### Register map, names as in the netlist

Drawn at 2 px/um.
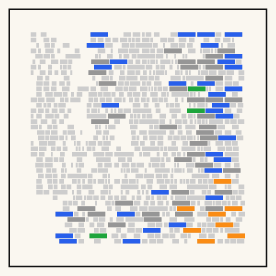
### Routing congestion

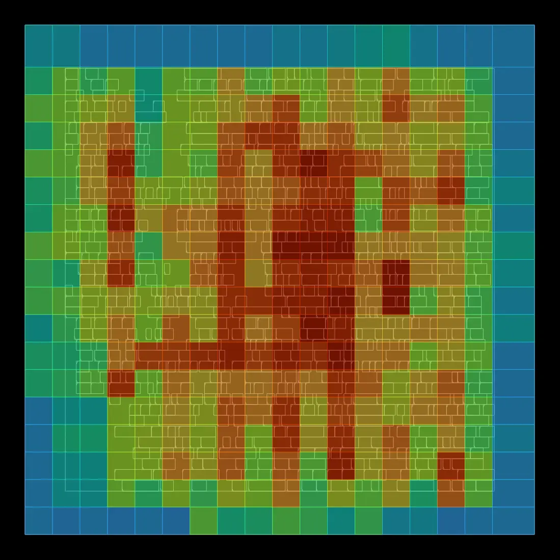
### Zoomed window

Region (51, 26) to (76, 51) um. Cells in gray, sequential cells in the stronger gray; small squares are vias.
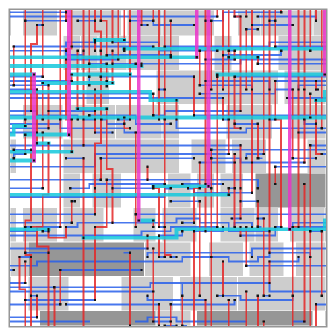
<file path="src/rtl/imm_field_encoder.sv">
// imm_field_encoder: two-stage pipelined LEGv8 immediate encoder.
// Decodes the format from base_inst[31:21] and range-checks imm64 against that field.
// Inserts the immediate into the instruction word; this is the inverse of the sign-extender path.
//
// Optional build macro: IMM_ENC_SCALE_EN. When defined, CB/B immediates are byte
// offsets: they must be 4-byte aligned and are encoded as imm64 >>> 2.
//
// Ports:
//   Clk, resetl           clock, asynchronous active-low reset
//   in_valid / in_ready   request handshake (in_ready is combinational)
//   base_inst, imm64      instruction template and immediate value
//   out_valid / out_ready result handshake
//   inst_out, fmt_out     encoded word, format code (0 D, 1 CB, 2 B, 3 I, 4 shift, 7 unknown)
//   range_err             immediate not representable or opcode unknown
//   err_count             saturating count of emitted results with range_err set
module imm_field_encoder #(
    parameter int unsigned ERR_CNT_W = 8
) (
    input  logic                 Clk,
    input  logic                 resetl,
    input  logic                 in_valid,
    output logic                 in_ready,
    input  logic [31:0]          base_inst,
    input  logic [63:0]          imm64,
    output logic                 out_valid,
    input  logic                 out_ready,
    output logic [31:0]          inst_out,
    output logic [2:0]           fmt_out,
    output logic                 range_err,
    output logic [ERR_CNT_W-1:0] err_count
);

    localparam logic [2:0] FMT_D   = 3'd0;
    localparam logic [2:0] FMT_CB  = 3'd1;
    localparam logic [2:0] FMT_B   = 3'd2;
    localparam logic [2:0] FMT_I   = 3'd3;
    localparam logic [2:0] FMT_SH  = 3'd4;
    localparam logic [2:0] FMT_UNK = 3'd7;

    // Signed N-bit fit: bits [63:N-1] must all match the sign.
    function automatic logic sfits(input logic [63:0] v, input int unsigned n);
        logic [63:0] hi;
        hi = 64'($signed(v) >>> (n - 1));
        return (hi == '0) || (hi == '1);
    endfunction

    // Unsigned N-bit fit: bits [63:N] must be zero.
    function automatic logic ufits(input logic [63:0] v, input int unsigned n);
        return (v >> n) == '0;
    endfunction

    logic [10:0] op;
    logic [63:0] br_val;
    logic        br_align;
    logic [63:0] val;
    logic [31:0] mask;
    logic [4:0]  lsb;
    logic        fits;
    logic [2:0]  s1_fmt_d;
    logic [31:0] s1_inst_d;
    logic        s1_err_d;

    logic                 s1_valid_q;
    logic [31:0]          s1_inst_q;
    logic [2:0]           s1_fmt_q;
    logic                 s1_err_q;
    logic                 out_valid_q;
    logic [31:0]          inst_out_q;
    logic [2:0]           fmt_out_q;
    logic                 range_err_q;
    logic [ERR_CNT_W-1:0] err_cnt_q;

    logic s2_adv;
    logic s1_adv;

    assign op = base_inst[31:21];

    // Branch offsets: either used directly or converted from bytes to words.
`ifdef IMM_ENC_SCALE_EN
    assign br_val   = 64'($signed(imm64) >>> 2);
    assign br_align = (imm64[1:0] == 2'b00);
`else
    assign br_val   = imm64;
    assign br_align = 1'b1;
`endif

    // Format decode, range check and field insertion.
    always_comb begin
        s1_fmt_d = FMT_UNK;
        mask     = '0;
        lsb      = '0;
        fits     = 1'b0;
        val      = imm64;
        if ((op[10:2] == 9'b111110000) && !op[0]) begin
            s1_fmt_d = FMT_D;
            mask     = 32'h001F_F000;
            lsb      = 5'd12;
            fits     = sfits(imm64, 9);
        end else if (op[10:3] == 8'b10110100) begin
            s1_fmt_d = FMT_CB;
            mask     = 32'h00FF_FFE0;
            lsb      = 5'd5;
            val      = br_val;
            fits     = br_align && sfits(br_val, 19);
        end else if (op[10:5] == 6'b000101) begin
            s1_fmt_d = FMT_B;
            mask     = 32'h03FF_FFFF;
            lsb      = 5'd0;
            val      = br_val;
            fits     = br_align && sfits(br_val, 26);
        end else if (op[10:1] == 10'b1101001101) begin
            s1_fmt_d = FMT_SH;
            mask     = 32'h0000_FC00;
            lsb      = 5'd10;
            fits     = ufits(imm64, 6);
        end else if (op[10] && ((op[7:1] == 7'b1000100) || (op[7:1] == 7'b1001000))) begin
            s1_fmt_d = FMT_I;
            mask     = 32'h003F_FC00;
            lsb      = 5'd10;
            fits     = ufits(imm64, 12);
        end

        if (s1_fmt_d == FMT_UNK) begin
            s1_inst_d = base_inst;
            s1_err_d  = 1'b1;
        end else begin
            s1_inst_d = (base_inst & ~mask) | (fits ? ((val[31:0] << lsb) & mask) : 32'h0);
            s1_err_d  = !fits;
        end
    end

    assign s2_adv   = !out_valid_q || out_ready;
    assign s1_adv   = !s1_valid_q || s2_adv;
    assign in_ready = s1_adv;

    // Stage 1: decoded and packed request.
    always_ff @(posedge Clk or negedge resetl) begin
        if (!resetl) begin
            s1_valid_q <= 1'b0;
            s1_inst_q  <= '0;
            s1_fmt_q   <= '0;
            s1_err_q   <= 1'b0;
        end else if (s1_adv) begin
            s1_valid_q <= in_valid;
            if (in_valid) begin
                s1_inst_q <= s1_inst_d;
                s1_fmt_q  <= s1_fmt_d;
                s1_err_q  <= s1_err_d;
            end
        end
    end

    // Stage 2: registered outputs; held while the consumer stalls.
    always_ff @(posedge Clk or negedge resetl) begin
        if (!resetl) begin
            out_valid_q <= 1'b0;
            inst_out_q  <= '0;
            fmt_out_q   <= '0;
            range_err_q <= 1'b0;
        end else if (s2_adv) begin
            out_valid_q <= s1_valid_q;
            if (s1_valid_q) begin
                inst_out_q  <= s1_inst_q;
                fmt_out_q   <= s1_fmt_q;
                range_err_q <= s1_err_q;
            end
        end
    end

    // Saturating count of erroneous results taken by the consumer.
    always_ff @(posedge Clk or negedge resetl) begin
        if (!resetl) begin
            err_cnt_q <= '0;
        end else if (out_valid_q && out_ready && range_err_q && (err_cnt_q != '1)) begin
            err_cnt_q <= err_cnt_q + ERR_CNT_W'(1);
        end
    end

    assign out_valid = out_valid_q;
    assign inst_out  = inst_out_q;
    assign fmt_out   = fmt_out_q;
    assign range_err = range_err_q;
    assign err_count = err_cnt_q;

endmodule

</file>
<file path="config.mk">
export PLATFORM = sky130hd
export DESIGN_NAME = imm_field_encoder
export DESIGN_NICKNAME = d
export VERILOG_FILES = /design/src/rtl/imm_field_encoder.sv
export SDC_FILE = /design/constraint.sdc
export NUM_CORES = 1
export LEC_CHECK = 0
export CAP_MARGIN = 5
export CORE_MARGIN = 10
export CORE_UTILIZATION = 40
export DETAILED_ROUTE_END_ITERATION = 8
export HOLD_SLACK_MARGIN = 0.03
export MAX_ROUTING_LAYER = met4
export PLACE_DENSITY = 0.77
export SETUP_SLACK_MARGIN = 0.15
export SYNTH_ARGS = -nofsm -noshare
export SYNTH_HDL_FRONTEND = slang
export SYNTH_SLANG_ARGS = --single-unit
export TNS_END_PERCENT = 5
</file>
<file path="constraint.sdc">
create_clock -name Clk -period 1.61 [get_ports Clk]
set_input_delay 0.322 -clock Clk [delete_from_list [all_inputs] [get_ports Clk]]
set_output_delay 0.322 -clock Clk [all_outputs]
set_load 0.01 [all_outputs]
</file>
==> results_slide.txt <==
Key Metrics from the Run

Placed design
  – Dpl cells: 872
  – Placement Cell Area: 7150 sq um
  – Post-DP HPWL: 15200 um
  – PortBufs: approximately 150

Clock tree
  – TritonCTS clock tree: yes
  – CTS Hold Bufs: 1
  – CTS root buf: clkbuf_16
  – Clk pin slew, worst setup/hold paths: 70 ps
  – CTS H-tree depth: 3
  – Clk_lat worst skew: approximately 340 ps
  – Sink Count: approximately 82
  – Post-CTS setup buffer count: 17

Synth
  – Ys cells: 486
  – Yosys warning count: 0
  – Post-synth top flop: dfrtp_1
  – Async S/R FF share, synth: 100%
  – Post-synth EDFFs: 0
  – Post-synth top area cell: dfrtp_1
  – Mux share: 11.7%
  – Yosys stat area: 4650 sq um
  – Synth Instances: ~500
  – Cell area leaders: dfrtp_1 (44%), mux2_2 (11%), nand2_1 (4.4%)
  – Synth Cell Area: between 4000 and 5000 sq um
  – Avg Cell Area, Syn: 9.58 sq um
  – Synth Seq Share: 44.1%

Route
  – DR iter-0 viols: 456
  – Vias/cell: 5.78
  – Drt first pass iters: 5
  – Routed WL: between 15000 and 20000 um
  – Final ANT Viol Nets: 0
  – Residual DRC count: 0
  – Via count: 5258

Die
  – Ports: 146
  – Placeable Area: 11400 sq um
  – Tap Count: ~140
  – Die Y-Extent: 128 um
  – Row cnt: 39

Global routing
  – Pin count of the biggest net entering global routing: 31
  – Remaining Overflow, GRT: 0
  – Initial antenna violation count: 0
  – Overall Global Routing Usage: 24.2%

Setup path
  – Setup crit end kind: register
  – Critical path startpoint category: primary input
  – Critical path's slowest cell: or4_4
  – CP Depth: 8
  – Crit-path max cell delay: 510 ps
  – Crit Path Class: primary input to register
  – Crit path DRT: between 1500 and 2000 ps
  – Worst Setup SP: imm64[23]
  – Reg2reg start: err_count[4]
  – Crit path buffers/inverters: 1
  – Flop-to-flop setup slack: 30 ps
  – CP Capture Point: s1_inst_q[13]

Finish
  – Flop share of the area: 25.4%
  – Final Util: a little over two thirds
  – Antenna cells: 0
  – MI comb cells: ~380
  – Inverters, non-clock: 2
  – Cell Count, Final, Fillers Out: 909
  – Non-Clock Buffer Count: just under 300
  – Syn-to-layout area delta: 73.7%
  – FF/Latch Area: 2050 sq um
  – Layout clock area frac: 3.82%
  – Top class by area: combinational gates
  – Top Layout Cells: buf_4 (116), dfrtp_1 (82), dlygate4sd2_1 (66)
  – Final nets: 862
  – # clk buffers: 9

Final timing
  – Final setup fails: 28
  – Final hold violation count: 0
  – Fmax: just under 500 MHz
  – Final Max Tran Viols: 0
  – RSZ-0062 raised after global routing: yes
  – Final worst slack: -448 ps
  – Hold Slack: 328 ps

Worst hold path
  – Hold_sp: base_inst[24]
  – Worst Hold Path EP: s1_inst_q[24]
  – Hold depth: 3

Power and ir drop
  – Top Consumer: registers
  – Psw: 2150 uW
  – Total power: 7030 uW
  – PwrDens: 869 nW/um^2
  – P_clk: 2140 uW
  – Comb power: 2180 uW
  – Part of the power in combinational logic: 31.0%
  – Pint: 4880 uW
  – Seq group: 2710 uW
  – Clock share of power: 30.5%

Status
  – Status: finished with violations
  – Failing checks: negative setup slack

Flow run
  – Max_cap viols: 0
Back to the opening pictures, 'Register map, names as in the netlist':
| color | netlist name | sequential cells |
|---|---|---|
| green | s1_fmt_q | 3 |
| blue | inst_out | 32 |
| orange | err_count | 8 |

Back to the opening pictures, 'Routing congestion':
drt wl/cell: 21.5 um
grt met2 use: 39.7%

Back to the opening pictures, 'Zoomed window':
| color | layer |
|---|---|
| red | met2 |
| cyan | met3 |
| blue | met1 |
| magenta | met4 |
most frequent: buf_4 (8), buf_6 (4)
cells with their middle in the window: 47
sequential cells in the window: 2
netlist names of flops here include: inst_out (1), s1_inst_q (1)

==> cells in the mapped netlist, types with 3 or more instances <==
cell type	number
dfrtp_1	82
or4_1	4
a221oi_1	8
mux2i_1	4
nor4_1	12
buf_2	6
o21ai_1	6
nor2_1	45
nand4_1	18
a21oi_1	34
nand2_1	54
clkbuf_1	18
o211ai_1	3
a22oi_1	8
nand3_1	13
a211o_1	4
o21ai_0	20
a21o_1	3
a31oi_1	9
o31ai_1	3
and3_1	6
xnor2_1	6
mux2_2	45
and4_1	3
nand2b_1	5
a31o_2	3
nor3_1	6
==> metal layers <==
metal,part of all wire [%],vias to the layer above,global-route usage (%)
li1,-,2410,-
met3,6.4,45,4.26
met1,42,2551,29.3
met4,3.2,0,8.87
met5,0,-,-
met2,49,252,39.7
Power and IR drop assume default switching activity.
